Design game_ctrl, sky130hd; sources not shown.
Figure 1. Track usage over the die.
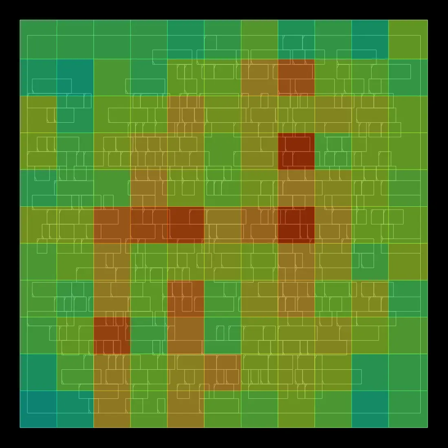
routing usage on met2: 0.2901
DR WL/cell: 13.97 um
busiest grt layer: met2

Figure 2. I/O nets highlighted.
The bar under the picture is 20 um long.
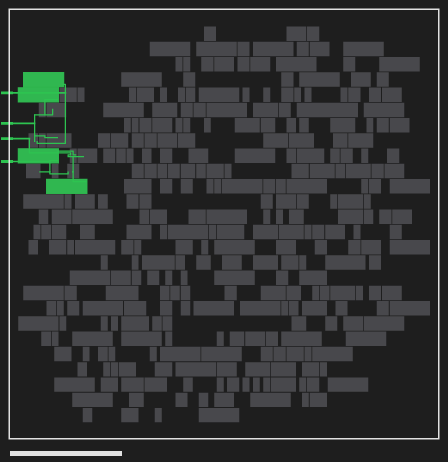
| color | port | bits | direction | end cells | buffers | wire |
|---|---|---|---|---|---|---|
| green | speed | 4 | output | 4 | 0 | 91.6 um |
Port Buffers: 0
io pins: 44

Figure 3. Met1 routing.
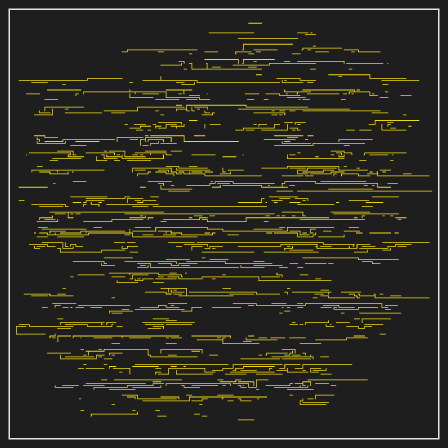
share of all routed wire: 51%
longest straight run: 26.7 um
GRT met1 Usage: 0.2603
routed via count: 2063
Post-Route WL: 5251 um

==> results.yml <==
# implementation run metrics
status:
  status: "finished clean"
die:
  tap_cells: 70
  initial_core_util: 0.5305
  placementRows: 26
  core_um2: 5205
  dieArea_um2: 5824
  die_w_um: 76.32
  die_y_um: 76.32
sta:
  slew_viol_final: 0
  finalClockSkew_ps: 6.388
  fmax_ghz: 0.4079
  setup_viol: 0
  worst_slew_pin_slew_ps: 533.0
  final.setup.tns_ps: 0
  relSlewSlack: 0.6447
  hold_viol_final: 0
  fin_crit_ps: 2452
  rsz0062_at_grt: "false"
  final.setup.worst_slack_ps: 1648
  period_used_share: 0.5980
pwr:
  vdd_ir_drop_max_uv: 191.2
  power_mw: 0.8661
  powerDensity_nw_per_um2: 301.6
  power_leakage_nw: 1.028
logic_synthesis:
  top_cell_area_share: 0.3625
  syn_inst: 310
  largest_area_cell: "dfxtp_1"
  ys_seq_frac: 0.3625
  flop_cell: "dfxtp_1"
  edf_count: 0
  yosys-stat-area_um2: 2761
  aoi_share: 0.08836
  most_common_cell: "dfxtp_1"
  yosysWarnings: 0
  synthesis.area_um2: 2761
  common_cells: "dfxtp_1, nand2b_1, nor2_1, inv_1, mux2i_1"
  fp_nets: 334
  synth_area_per_cell_um2: 8.908
  topCellsByArea: "dfxtp_1, ha_1, mux2i_1"
  yosys.area_share.xor_xnor: 0.03806
  ys_top_logic_family: "simple AND/OR/NAND/NOR gates"
  fa_ha_area_frac: 0.08609
  synthDistinctLibCells: 51
  mux_share: 0.08337
  async_flop_share: 0
  ys_sh_simple: 0.2787
  yosys-stat-cells: 310
  numSynthFlops: 50
drt:
  ant_nets: 0
  viasPerCell: 5.487
  dr.pass1.iters: 4
  drtIter0Drc: 93
  drc: 0
setup_path:
  cpMaxStageDelayCell: "o31a_2"
  path_buffers: 1
  path_max_fanout: 16
  worstPathArrival_ps: 2690
  critPathLaunchType: "register"
  reg2reg_slack_ps: 1650
  endpoint_kind: "register"
  cp_num_cells: 7
  crit_type: "reg2reg"
  worstPathRequired_ps: 4330
  crit_family: "AND-OR/OR-AND gates"
  cpPeakStageDelay_ps: 510
  crit_chain: "inv_1 -> ha_1 -> nand4_1 -> nor4_1 -> a21boi_1 -> o31a_2 -> mux2i_1"
  worstRegToRegCells: 7
finish:
  clkbuf_count: 7
  n_all_buffers: 0
  antenna_cells: 0
  dominant_cells: "combinational gates"
  syn_to_final_growth_pct: 3.987
  layout.cells.most_common_list: "dfxtp_1, nand2b_1, nor2_1"
  layout_top_cell: "dfxtp_1"
  fin_area_um2: 2872
  final_cells: 376
  clk_share: 0.03704
  sh_seq_area: 0.3486
  regArea_um2: 1001
  n_all_inverters: 24
  utilization: 0.5517
  drive_above_1_share: 0.04902
  fill_cells: 490
  comb_cells: 224
  sh_comb_area: 0.5525
  final-nonclk-buf-share: 0
  multiInputGateArea_um2: 1587
  flop-count: 50
worst_hold_path:
  min_path_type: "reg2reg"
  holdPathStages: 2
place:
  dp.cells: 368
  hpwlAfterDp_um: 3763
  place.gp.congestion: 0.7612
  pre_cts_ws_ps: 1655
  placed_area_um2: 2765
global_routing:
  grt_max_degree: 42
  antenna_found_initial: 0
  grt_pass1_vias: 1875
  grt-ovfl-total: 0
  grt_pass1_wl_um: 8935
  grt_usage: 0.1915
flow_run:
  cap_viol_max_count: 0
  warnings: 27
clock_network:
  cts_tree: "yes"
  worstSkewPairLatency_ps: 300
  cts_buffers: 5
  cts.sink_count: 50
  cts_buffer_depth: 2
  postCtsHoldBufs: 0
  postCtsSetupBuffers: 0
  cts_resized: 0
  clockRootBuffer: "clkbuf_8"
  htree_num_levels: 2
  clkTransAtPathRegs_ps: 90
==> routing by layer <==
metal | part of all wire | vias up | GRT usage
met4 | 0.014 | 0 | 0.07500
met1 | 0.51 | 971 | 0.2603
met3 | 0.044 | 7 | 0.04790
li1 | - | 1054 | -
met2 | 0.43 | 31 | 0.2901
met5 | 0 | - | 0
==> report_power, final <==
| group | leakage [nW] | switching [mW] | total (mW) | internal [mW] |
|---|---|---|---|---|
| registers | 0.404 | 0.00382 | 0.493 | 0.489 |
| logic | 0.572 | 0.0133 | 0.0237 | 0.0104 |
| clock network | 0.0524 | 0.167 | 0.350 | 0.183 |
| total | 1.03 | 0.184 | 0.866 | 0.682 |
==> tightest hold or removal path: stages (launching register included) <==
cell and delay, ps:
dfxtp_1 330, nand2_1 60, a21oi_1 50
Power and IR drop assume default switching activity.
